--- src/rtl/spi_master_packet_reader.sv ---
// spi_master_packet_reader
//   SPI mode-0 master that reads one 32-byte sensor packet from the MCU slave.
//   On `start` it waits for the slave's `done` (two-flop synchronized), raises
//   `load`, clocks in 256 bits MSB-first, checks byte 0 against HEADER, and
//   publishes both sensors' quaternion/gyro/flag fields on registered outputs.
//
// Ports:
//   clk, rst_n            system clock, asynchronous active-low reset
//   start                 one-cycle read request, accepted only in IDLE
//   sck, sdo, sdi         SPI clock (idle low), data out (always 0), data in
//   load                  high for the whole transaction (SETUP..HOLD)
//   done                  slave data-ready, asynchronous
//   busy                  high whenever the FSM is not IDLE
//   pkt_valid/hdr_err/timeout_err   one-cycle result pulses
//   quat*/gyro*/flags*    unpacked packet fields, updated only on pkt_valid
//
// Handshake: a request is a single-cycle `start` seen while busy=0; it is
// dropped otherwise (never queued). Every accepted request ends in exactly one
// of pkt_valid, hdr_err or timeout_err, after which busy returns to 0.
module spi_master_packet_reader #(
  parameter int         CLK_DIV = 2,
  parameter logic [7:0] HEADER  = 8'hAA,
  parameter int         TIMEOUT = 4096
) (
  input  logic               clk,
  input  logic               rst_n,
  input  logic               start,
  output logic               sck,
  output logic               sdo,
  input  logic               sdi,
  output logic               load,
  input  logic               done,
  output logic               busy,
  output logic               pkt_valid,
  output logic               hdr_err,
  output logic               timeout_err,
  output logic signed [15:0] quat1_w,
  output logic signed [15:0] quat1_x,
  output logic signed [15:0] quat1_y,
  output logic signed [15:0] quat1_z,
  output logic signed [15:0] gyro1_x,
  output logic signed [15:0] gyro1_y,
  output logic signed [15:0] gyro1_z,
  output logic [7:0]         flags1,
  output logic signed [15:0] quat2_w,
  output logic signed [15:0] quat2_x,
  output logic signed [15:0] quat2_y,
  output logic signed [15:0] quat2_z,
  output logic signed [15:0] gyro2_x,
  output logic signed [15:0] gyro2_y,
  output logic signed [15:0] gyro2_z,
  output logic [7:0]         flags2
);

  localparam int DIV_W = (CLK_DIV > 1) ? $clog2(CLK_DIV) : 1;
  localparam int TMO_W = $clog2(TIMEOUT + 1);
  localparam logic [DIV_W-1:0] DIV_LAST = DIV_W'(CLK_DIV - 1);
  localparam logic [TMO_W-1:0] TMO_LAST = TMO_W'(TIMEOUT - 1);

  typedef enum logic [2:0] {
    S_IDLE, S_WAIT_DONE, S_SETUP, S_SHIFT, S_HOLD, S_RELEASE
  } state_t;

  state_t           state_q, state_d;
  logic             done_meta_q, done_s_q;
  logic [DIV_W-1:0] div_cnt_q, div_cnt_d;
  logic [7:0]       bit_cnt_q, bit_cnt_d;
  logic [TMO_W-1:0] tmo_cnt_q, tmo_cnt_d;
  logic             sck_q, sck_d;
  logic             load_q, load_d;
  logic [255:0]     sr_q, sr_d;
  // Bytes 1..30 of the last accepted packet; header and reserved byte are not kept.
  logic [239:0]     pkt_q, pkt_d;
  logic             pkt_valid_q, pkt_valid_d;
  logic             hdr_err_q, hdr_err_d;
  logic             timeout_err_q, timeout_err_d;
  logic             div_last;
  logic             unused_reserved;

  assign div_last        = (div_cnt_q == DIV_LAST);
  assign unused_reserved = ^sr_q[7:0];

  always_comb begin
    state_d       = state_q;
    div_cnt_d     = div_cnt_q;
    bit_cnt_d     = bit_cnt_q;
    tmo_cnt_d     = tmo_cnt_q;
    sck_d         = sck_q;
    sr_d          = sr_q;
    pkt_d         = pkt_q;
    pkt_valid_d   = 1'b0;
    hdr_err_d     = 1'b0;
    timeout_err_d = 1'b0;
    case (state_q)
      S_IDLE: begin
        sck_d = 1'b0;
        if (start) begin
          state_d   = S_WAIT_DONE;
          tmo_cnt_d = '0;
        end
      end
      S_WAIT_DONE: begin
        if (done_s_q) begin
          state_d   = S_SETUP;
          div_cnt_d = '0;
        end else if (tmo_cnt_q == TMO_LAST) begin
          state_d       = S_IDLE;
          timeout_err_d = 1'b1;
        end else begin
          // Never passes TMO_LAST, so the count saturates instead of wrapping.
          tmo_cnt_d = tmo_cnt_q + 1'b1;
        end
      end
      S_SETUP: begin
        if (div_last) begin
          state_d   = S_SHIFT;
          div_cnt_d = '0;
          bit_cnt_d = '0;
        end else begin
          div_cnt_d = div_cnt_q + 1'b1;
        end
      end
      S_SHIFT: begin
        if (div_last) begin
          div_cnt_d = '0;
          if (!sck_q) begin
            // Sample on the clk edge that raises sck (mode 0 rising-edge sample).
            sck_d = 1'b1;
            sr_d  = {sr_q[254:0], sdi};
          end else begin
            sck_d = 1'b0;
            if (bit_cnt_q == 8'd255) state_d = S_HOLD;
            else                     bit_cnt_d = bit_cnt_q + 1'b1;
          end
        end else begin
          div_cnt_d = div_cnt_q + 1'b1;
        end
      end
      S_HOLD: begin
        if (div_last) begin
          // Result is registered on entry to RELEASE so it coincides with load=0.
          state_d = S_RELEASE;
          if (sr_q[255:248] == HEADER) begin
            pkt_d       = sr_q[247:8];
            pkt_valid_d = 1'b1;
          end else begin
            hdr_err_d = 1'b1;
          end
        end else begin
          div_cnt_d = div_cnt_q + 1'b1;
        end
      end
      S_RELEASE: state_d = S_IDLE;
      default:   state_d = S_IDLE;
    endcase
    load_d = (state_d == S_SETUP) || (state_d == S_SHIFT) || (state_d == S_HOLD);
  end

  always_ff @(posedge clk or negedge rst_n) begin
    if (!rst_n) begin
      state_q       <= S_IDLE;
      done_meta_q   <= 1'b0;
      done_s_q      <= 1'b0;
      div_cnt_q     <= '0;
      bit_cnt_q     <= '0;
      tmo_cnt_q     <= '0;
      sck_q         <= 1'b0;
      load_q        <= 1'b0;
      sr_q          <= '0;
      pkt_q         <= '0;
      pkt_valid_q   <= 1'b0;
      hdr_err_q     <= 1'b0;
      timeout_err_q <= 1'b0;
    end else begin
      state_q       <= state_d;
      done_meta_q   <= done;
      done_s_q      <= done_meta_q;
      div_cnt_q     <= div_cnt_d;
      bit_cnt_q     <= bit_cnt_d;
      tmo_cnt_q     <= tmo_cnt_d;
      sck_q         <= sck_d;
      load_q        <= load_d;
      sr_q          <= sr_d;
      pkt_q         <= pkt_d;
      pkt_valid_q   <= pkt_valid_d;
      hdr_err_q     <= hdr_err_d;
      timeout_err_q <= timeout_err_d;
    end
  end

  assign sck         = sck_q;
  assign sdo         = 1'b0;
  assign load        = load_q;
  assign busy        = (state_q != S_IDLE);
  assign pkt_valid   = pkt_valid_q;
  assign hdr_err     = hdr_err_q;
  assign timeout_err = timeout_err_q;

  assign quat1_w = pkt_q[239:224];
  assign quat1_x = pkt_q[223:208];
  assign quat1_y = pkt_q[207:192];
  assign quat1_z = pkt_q[191:176];
  assign gyro1_x = pkt_q[175:160];
  assign gyro1_y = pkt_q[159:144];
  assign gyro1_z = pkt_q[143:128];
  assign flags1  = pkt_q[127:120];
  assign quat2_w = pkt_q[119:104];
  assign quat2_x = pkt_q[103:88];
  assign quat2_y = pkt_q[87:72];
  assign quat2_z = pkt_q[71:56];
  assign gyro2_x = pkt_q[55:40];
  assign gyro2_y = pkt_q[39:24];
  assign gyro2_z = pkt_q[23:8];
  assign flags2  = pkt_q[7:0];

endmodule

--- config.mk ---
export PLATFORM = sky130hd
export DESIGN_NAME = spi_master_packet_reader
export DESIGN_NICKNAME = d
export VERILOG_FILES = /design/src/rtl/spi_master_packet_reader.sv
export SDC_FILE = /design/constraint.sdc
export NUM_CORES = 1
export LEC_CHECK = 0
export CAP_MARGIN = 20
export CORE_AREA = 2 2 231 165
export CTS_BUF_LIST = sky130_fd_sc_hd__clkbuf_16
export DETAILED_ROUTE_END_ITERATION = 16
export DIE_AREA = 0 0 233 167
export PLACE_DENSITY_LB_ADDON = 0.2
export SLEW_MARGIN = 15
export SYNTH_ARGS = -nofsm -noshare
export SYNTH_HDL_FRONTEND = slang
export SYNTH_SLANG_ARGS = --single-unit
--- constraint.sdc ---
create_clock -name clk -period 2.2 [get_ports clk]
set_input_delay 0.33 -clock clk [delete_from_list [all_inputs] [get_ports clk]]
set_output_delay 0.33 -clock clk [all_outputs]
set_load 0.03 [all_outputs]
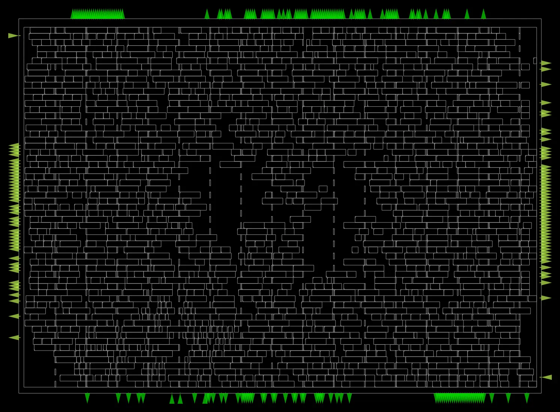
run_1/placed.png
Fill cells: 2592
CORE AREA: 36700 sq um
row count: 59
Final Util: 67.8%
flop share of the area: 53.1%

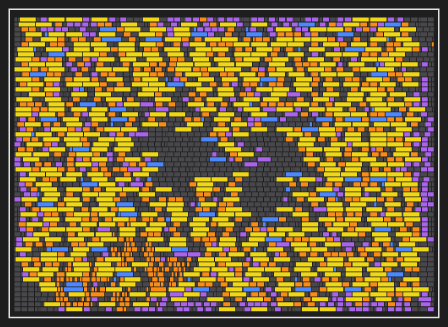
run_1/class_map.png
Fill, decap, tap and diode cells in grey.
clock drivers and dummy loads -> blue  # cells 88
remaining logic cells -> orange  # cells 631
sequential cells -> yellow  # cells 528
remaining buffers and delay cells -> purple  # cells 301
final instance area: 24900 sq um

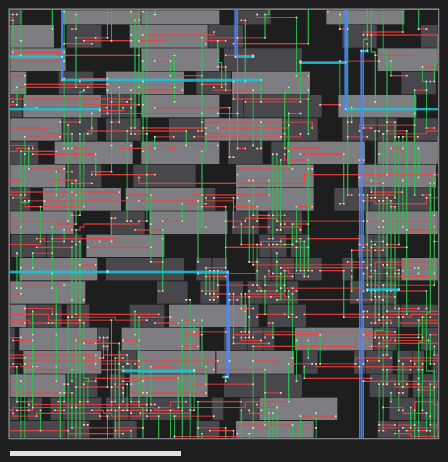
run_1/closeup.png
Scale bar: 20 microns. Region (33, 17) to (83, 67) microns. Cells in grey, sequential cells in the stronger grey; small squares are vias.
M2 -> green
M3 -> cyan
M4 -> blue
M1 -> red
netlist names of flops here include = sr_q (16), pkt_q (12), bit_cnt_q (7)
sequential cells in the window = 42
cells with their middle in the window = 143
most frequent = dfrtp_1 (42), mux2_2 (25), nand2_1 (9)

==> results_slide.txt, run 1 <==
Synthesis and Place & Route Summary

Pwr
  • Switch share: 24.8%
  • Design Power: 0.0208 W
  • Int Power: 0.0156 W
  • VDD IR-drop max: 583 uV
  • Gate power share: 12.7%

Job
  • Total of max-cap violations: 0
  • OpenROAD warning count: 27

Die
  • Chip area: 38900 sq um
  • IO Pins: 252

Synth
  • Post-Syn Area: 20000 sq um
  • Gate Count Post-Synth: 1221
  • Commonest cells in the netlist: dfrtp_1 (528), mux2_2 (496), buf_2 (49)
  • EDFF count, synth: 0
  • Yosys chip area: 20000 sq um

Layout
  • Fin nets: 1518

Route
  • Via/cell ratio: 5.37
  • Metal2 WL: 18200 microns
  • Highest metal used: met4
  • Via count: 10932
  • DR WL met3: 2000 microns

Min path
  • Hold Path Origin: done

Run status
  • Outcome: complete, no violations

Final timing
  • Setup TNS Final: 0 ps
  • Relative slew slack: 57.6%
  • Final-report hold violation count: 0

Worst setup path
  • Data required, critical path: 1870 ps
  • Critical path start-end classification: flop to output port
  • Reg-to-Reg End: pkt_q[134]$_DFFE_PN0P_
  • Crit. End Element: output port
  • Reg2reg path depth: 6
  • Buf+Inv Stages, Crit Path: 2
  • CP delay by family, top: flip-flops

Global routing
  • GRT Util Overall: 20.4%
  • Initial antenna violation count: 0
  • Vias in the first global route: 11533
  • First-pass GRT wire length: 63400 microns
  • M3 GR Usage: 4.83%

CTS
  • CTS root buf: clkbuf_16
  • Num CTS Buffers: 49
  • CTS Sinks: 528
  • Clock latency at the later pin of the worst-skew pair: 560 ps
==> run 1: power by group through the flow <==
stage | sequential (W) | clock [W] | combinational, W
after floorplan | 0.0103 | 0 | 0.00190
after global placement | 0.0104 | 0 | 0.00264
after detailed placement | 0.0104 | 0 | 0.00268
after CTS | 0.0102 | 0.00811 | 0.00269
after global routing | 0.0103 | 0.00854 | 0.00288
final | 0.0102 | 0.00791 | 0.00264
==> run 1: placed cells by master, fill, tap and decap left out, types with 2 or more instances in the layout <==
| cell | Yosys | layout |
|---|---|---|
| o21ai_0 | 12 | 12 |
| dfrtp_1 | 528 | 527 |
| clkinv_2 | 0 | 9 |
| nand4_1 | 6 | 6 |
| nand2_1 | 17 | 17 |
| buf_12 | 0 | 18 |
| and3_1 | 2 | 2 |
| mux2_2 | 496 | 496 |
| and3b_1 | 2 | 2 |
| clkdlybuf4s50_1 | 0 | 248 |
| o22a_1 | 2 | 2 |
| ha_1 | 2 | 2 |
| clkinvlp_4 | 0 | 5 |
| or4_1 | 5 | 5 |
| nor2_1 | 6 | 5 |
| nand3_1 | 7 | 7 |
| or3_1 | 6 | 6 |
| clkbuf_16 | 0 | 49 |
| nand2b_1 | 2 | 2 |
| nor4_1 | 2 | 2 |
| buf_4 | 1 | 32 |
| nand3b_1 | 3 | 3 |
| o31ai_1 | 7 | 7 |
| nor3_1 | 5 | 4 |
| inv_1 | 5 | 14 |
| bufinv_16 | 0 | 3 |
| mux2i_1 | 3 | 3 |
| o2111ai_1 | 2 | 2 |
| a21oi_1 | 14 | 14 |
| clkinv_1 | 0 | 13 |
| o211ai_1 | 4 | 4 |
| nor4bb_1 | 2 | 2 |
==> run 1: state kept, by name, indices dropped and copies added (netlist names) <==
signal       count
pkt_valid        1
tmo_cnt_q       13
load             1
hdr_err          1
state_q          3
sr_q           256
timeout_err      1
div_cnt_q        1
bit_cnt_q        8
sck              1
pkt_q          240
done_meta_q      1
done_s_q         1
==> run 1: area by class of cell <==
| class | count | area, sq um | share of cell area (%) |
|---|---|---|---|
| Clock buffer | 49 | 1230 | 4.93 |
| Clock inverter | 39 | 255 | 1.03 |
| Inverter | 5 | 18.8 | 0.0754 |
| Multi-Input combinational cell | 626 | 6440 | 25.9 |
| Sequential cell | 528 | 13200 | 53.1 |
| Tap cell | 488 | 611 | 2.45 |
| Timing Repair Buffer | 301 | 3120 | 12.5 |
==> run 1: worst max-delay path by stage <==
stage          cells past startpoint                    end            startpoint
6_report                           3                   busy  state_q[0]$_DFF_PN0_
2_1_floorplan                      5    sr_q[0]$_DFFE_PN0P_       sck$_DFFE_PN0P_
3_5_place_dp                       6  pkt_q[95]$_DFFE_PN0P_  state_q[0]$_DFF_PN0_
5_1_grt                            3                   busy  state_q[0]$_DFF_PN0_
3_3_place_gp                       6  pkt_q[95]$_DFFE_PN0P_  state_q[0]$_DFF_PN0_
4_1_cts                            3                   busy  state_q[0]$_DFF_PN0_
==> run 1: what timing repair did <==
action                                 CTS  global route
setup endpoints to repair                1             1
hold buffers                             1             0
endpoints found under the hold margin   32             0
resized                                  3             0
==> run 2, diff against run 1 <==
--- a/config.mk
+++ b/config.mk
@@ -11,7 +11,7 @@
 export DETAILED_ROUTE_END_ITERATION = 16
 export DIE_AREA = 0 0 233 167
 export PLACE_DENSITY_LB_ADDON = 0.2
-export SLEW_MARGIN = 15
+export SLEW_MARGIN = 20
 export SYNTH_ARGS = -nofsm -noshare
 export SYNTH_HDL_FRONTEND = slang
 export SYNTH_SLANG_ARGS = --single-unit
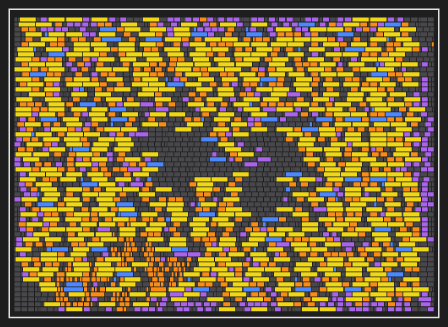
run_2/class_map.png
Fill, decap, tap and diode cells in grey.
remaining logic cells -> orange  # cells 631
remaining buffers and delay cells -> purple  # cells 301
clock drivers and dummy loads -> blue  # cells 88
sequential cells -> yellow  # cells 528

==> run 2 against run 1 <==
Effect of this change:
- global-route usage stayed put
- combinational power hardly changed
- fmax stayed put
- clock skew stayed put
- hold slack stayed put
- final area stayed put
- critical path type unchanged
- via count stayed put
- register-to-register slack hardly changed
- synthesized cell count stayed put
- die area stayed put
- sequential share of layout area stayed put
==> results_slide.txt, run 2 <==
Synthesis and Place & Route Summary

Synth
  • EDFF count, synth: 0
  • Commonest cells in the netlist: dfrtp_1 (528), mux2_2 (496), buf_2 (49)
  • Yosys chip area: 20000 sq um

Worst setup path
  • CP delay by family, top: flip-flops
  • Instance count on the critical path: 3
  • Buf+Inv Stages, Crit Path: 2
  • Crit. End Element: output port
  • Data required, critical path: 1870 ps

Layout
  • Combinational gate area: 6440 sq um
  • Fill cells: 2592
  • Top logic cell by instance count in the layout: dfrtp_1
  • Top Layout Cells: dfrtp_1 (527), mux2_2 (496), clkdlybuf4s50_1 (248), clkbuf_16 (49), buf_4 (32)

Route
  • Via/cell ratio: 5.37

Global routing
  • Initial antenna violation count: 0
  • Vias in the first global route: 11533
  • First-pass GRT wire length: 63400 microns

Die
  • Chip area: 38900 sq um
  • Row count: 59

CTS
  • Num CTS Buffers: 49
  • Clock latency at the later pin of the worst-skew pair: 560 ps

Pwr
  • VDD IR-drop max: 583 uV

Run status
  • Outcome: complete, no violations
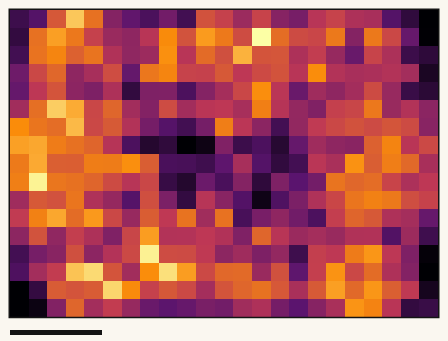
run_2/route_heat.png
Scale bar: 50 microns. 23 x 17 tiles, from black (low) to pale yellow (high), scaled to the fullest tile. Values are wire area over tile area, all layers added.
emptiest ninth of the die = middle
tiles over half the peak = 46%
densest ninth of the die = left middle
fullest tile = 0.33
via count: 10932
wire length per cell: 18.8 microns
GRT Util Overall: 20.4%
final WL: 38200 microns

==> run 2: cell counts after synthesis <==
No cell type changed its count.
==> run 2: layout make-up <==
| type | count | area share, % |
|---|---|---|
| well taps | 488 | 2.45 |
| repair buffers | 301 | 12.5 |
| clock inverters | 39 | 1.03 |
| multi-input cells | 626 | 25.9 |
| clock buffers | 49 | 4.93 |
| flip-flops and latches | 528 | 53.1 |
| inverters | 5 | 0.0754 |
==> run 2: final timing paths <==
check / to / slack (ps) / from
worst max-delay path: busy / 90 / state_q[0]$_DFF_PN0_
worst min-delay path: done_meta_q$_DFF_PN0_ / 220 / done
worst max register to register: pkt_q[134]$_DFFE_PN0P_ / 140 / state_q[0]$_DFF_PN0_
worst min register to register: done_s_q$_DFF_PN0_ / 360 / done_meta_q$_DFF_PN0_
max in group asynchronous: pkt_q[23]$_DFFE_PN0P_ / 1030 / rst_n
min in group asynchronous: pkt_q[220]$_DFFE_PN0P_ / 300 / rst_n
==> run 2: worst reg2reg max path, cell delays in order (launching register included) <==
cell,delay (ps)
dfrtp_1,590
nor2_1,140
nand3_1,120
nand3b_1,160
buf_12,270
buf_12,270
mux2_2,400
==> run 2: metal layers <==
| metal | share of wire (%) | routed length, microns | vias to the layer above | GRT usage [%] |
|---|---|---|---|---|
| li1 | - | - | 4981 | - |
| met2 | 48 | 18200 | 191 | 32.4 |
| met5 | 0 | 0 | - | 0 |
| met4 | 2.3 | 873 | 0 | 5.57 |
| met3 | 5.2 | 2000 | 61 | 4.83 |
| met1 | 45 | 17200 | 5699 | 28.5 |
==> run 2: logic make-up (layout without fill, tap and decap cells) <==
family / Yosys count / count (layout) / synth area share (%)
flip-flops: 528 / 528 / 66.2
multiplexers: 499 / 499 / 28.1
AND/OR/NAND/NOR: 75 / 75 / 2.33
buffers and inverters: 67 / 394 / 1.59
AND-OR/OR-AND: 48 / 48 / 1.53
adder cells (fa/ha/maj): 2 / 2 / 0.125
other: 1 / 1 / 0.0188
XOR/XNOR: 1 / 1 / 0.0439
==> run 2: stage by stage <==
step                      instances  util, %  cell area (sq um)
final                          2036     67.8              24900
after global routing           2036     67.8              24900
after CTS                      2036     67.8              24900
after detailed placement       1947     63.7              23400
after global placement         1947     63.7              23400
after floorplan                1221        -              20000
==> run 2: repair_timing <==
| action | in CTS | in global routing |
|---|---|---|
| gates resized | 3 | 0 |
| hold buffers | 1 | 0 |
| endpoints found under the hold margin | 32 | 0 |
| gates cloned | 0 | 0 |
| endpoints found under the setup margin | 1 | 1 |
==> run 2: power by group <==
part           switching [W]  internal [W]  total (W)  leakage (nW)
sequential          0.000246       0.00998     0.0102          7.31
combinational        0.00138       0.00127    0.00264          4.27
clock                0.00352       0.00439    0.00791         0.750
run_2/placed.png
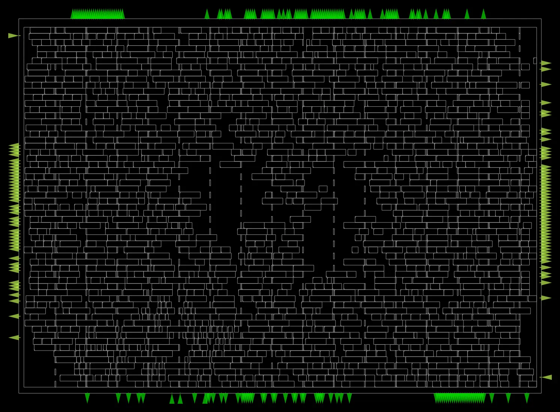

==> run 3, diff against run 2 <==
--- a/config.mk
+++ b/config.mk
@@ -6,10 +6,10 @@
 export NUM_CORES = 1
 export LEC_CHECK = 0
 export CAP_MARGIN = 20
-export CORE_AREA = 2 2 231 165
+export CORE_AREA = 3 3 232 166
 export CTS_BUF_LIST = sky130_fd_sc_hd__clkbuf_16
 export DETAILED_ROUTE_END_ITERATION = 16
-export DIE_AREA = 0 0 233 167
+export DIE_AREA = 0 0 235 169
 export PLACE_DENSITY_LB_ADDON = 0.2
 export SLEW_MARGIN = 20
 export SYNTH_ARGS = -nofsm -noshare
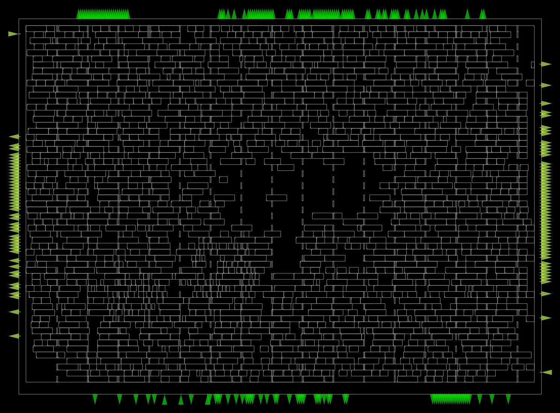
run_3/placed.png
tapcell count: 488
count of non-filler cells in the finished layout: 2029
Fill cells: 2535
registers: 528
Final Util: 67.9%

==> run 3 against run 2 <==
Effect of this change:
- via count fell by 1.0%
- setup slack got worse by 10 ps
- register-to-register slack got worse by 30 ps
- total power rose by 0.22%
- utilization rose by 0.058 points
- first-iteration DRC count grew 32%
- final area about the same
- non-clock buffer count decreased by 2
- critical path depth is 1 higher
- clock power decreased by 1%
- final cell count is 0.34% lower
- clock skew down 2.7 ps
- critical path type unchanged
- largest cell class unchanged
==> results_slide.txt, run 3 <==
Synthesis and Place & Route Summary

Synth
  • Gate Count Post-Synth: 1221
  • EDFF count, synth: 0
  • Commonest cells in the netlist: dfrtp_1 (528), mux2_2 (496), buf_2 (49)

Layout
  • Largest register FFs: 256
  • Top Registers: sr_q (256), pkt_q (240), tmo_cnt_q (13)
  • Top logic cell by instance count in the layout: dfrtp_1

Die
  • Row count: 59
  • CORE AREA: 36700 sq um

CTS
  • CTS Sinks: 528
  • Num CTS Buffers: 49
  • CTS root buf: clkbuf_16
  • Clock latency at the later pin of the worst-skew pair: 550 ps

Final timing
  • Setup TNS Final: 0 ps
  • Relative slew slack: 58.9%

Min path
  • Worst hold endpoint: done_meta_q$_DFF_PN0_

Worst setup path
  • Critical path start-end classification: flop to output port
  • Crit. End Element: output port

Job
  • Total of max-cap violations: 0
  • OpenROAD warning count: 26

Place
  • DP Cell Count: 1941

Pwr
  • Design Power: 0.0208 W

Run status
  • Outcome: complete, no violations
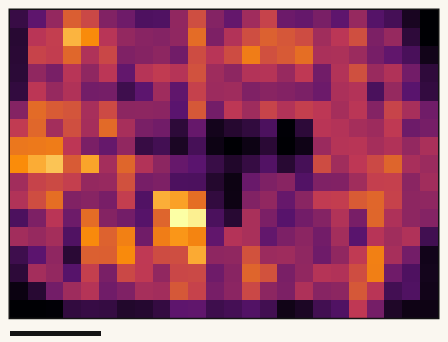
run_3/route_heat.png
Scale bar: 50 microns. 24 x 17 tiles, from black (low) to pale yellow (high), scaled to the fullest tile. Values are wire area over tile area, all layers added.
fullest tile = 0.39
mean over tiles = 0.15
emptiest ninth of the die = middle
nearly empty tiles = 2.0%
densest ninth of the die = left middle
final WL: 37700 microns
wire length per cell: 18.6 microns
via count: 10822
GRT Util Overall: 19.2%

run 3: cell counts after synthesis:
Identical to the previous run, type by type.
run 3: cell families after synthesis:
group                      after synthesis  synth area share, %
xor gates and xnor gates                 1               0.0439
DFF                                    528                 66.2
adders and majority gates                2                0.125
muxes                                  499                 28.1
other                                    1               0.0188
and+or+nand+nor                         75                 2.33
AOI/OAI and AO/OA                       48                 1.53
buffers and inverters                   67                 1.59
run 3: layout make-up:
cell class	instances	area, sq um
well taps	488	611
clock inverters	34	221
repair buffers	299	3180
clock buffers	49	1230
fillers	2535	11800
multi-input cells	626	6430
inverters	5	18.8
flip-flops and latches	528	13200
run 3: report_power, final:
| part | switching (W) | total [W] | leakage, nW | internal [W] |
|---|---|---|---|---|
| Combinational | 0.00143 | 0.00280 | 4.28 | 0.00136 |
| Clock | 0.00345 | 0.00781 | 0.758 | 0.00436 |
| Sequential | 0.000236 | 0.0102 | 7.31 | 0.00998 |
run 3: metal layers:
| metal | routed length [microns] | up-vias | part of all wire [%] | GRT usage (%) |
|---|---|---|---|---|
| met3 | 2060 | 69 | 5.5 | 5.05 |
| met4 | 895 | 0 | 2.4 | 5.29 |
| met1 | 17100 | 5599 | 45 | 26.6 |
| met2 | 17600 | 190 | 47 | 30.5 |
| met5 | 0 | - | 0 | 0 |
| li1 | - | 4964 | - | - |
run 3: worst max-delay path by stage:
stage / to / from / cells past startpoint / slack, ps
after floorplan: sr_q[0]$_DFFE_PN0P_ / sck$_DFFE_PN0P_ / 5 / 370
after global placement: pkt_q[207]$_DFFE_PN0P_ / state_q[1]$_DFF_PN0_ / 6 / 210
after detailed placement: pkt_q[186]$_DFFE_PN0P_ / sr_q[252]$_DFFE_PN0P_ / 5 / 140
after CTS: busy / state_q[2]$_DFF_PN0_ / 4 / 6
after global routing: busy / state_q[2]$_DFF_PN0_ / 4 / 6
final: busy / state_q[2]$_DFF_PN0_ / 4 / 80
run 3: metrics by stage:
stage / setup slack [ps] / cell area (sq um) / utilization (%)
CTS: 6.13 / 24900 / 67.8
detailed placement: 135 / 23400 / 63.8
global route: 5.74 / 24900 / 67.9
finish: 80.2 / 24900 / 67.9
global placement: 210 / 23400 / 63.8
floorplan: 371 / 20000 / -
run 3: critical path, stage by stage (launching register included):
cell	delay [ps]
dfrtp_2	490
nor3_1	220
buf_4	160
inv_1	30
dlygate4sd2_1	340
run 3: what timing repair did:
action                                 in CTS  in global routing
resized                                     2                  0
hold buffers                                1                  0
setup buffers                               0                  4
endpoints found under the hold margin      37                  0
pin swaps                                   0                  0
setup endpoints to repair                   1                  1
No activity file was given, so power comes from the tool's default toggle rates.
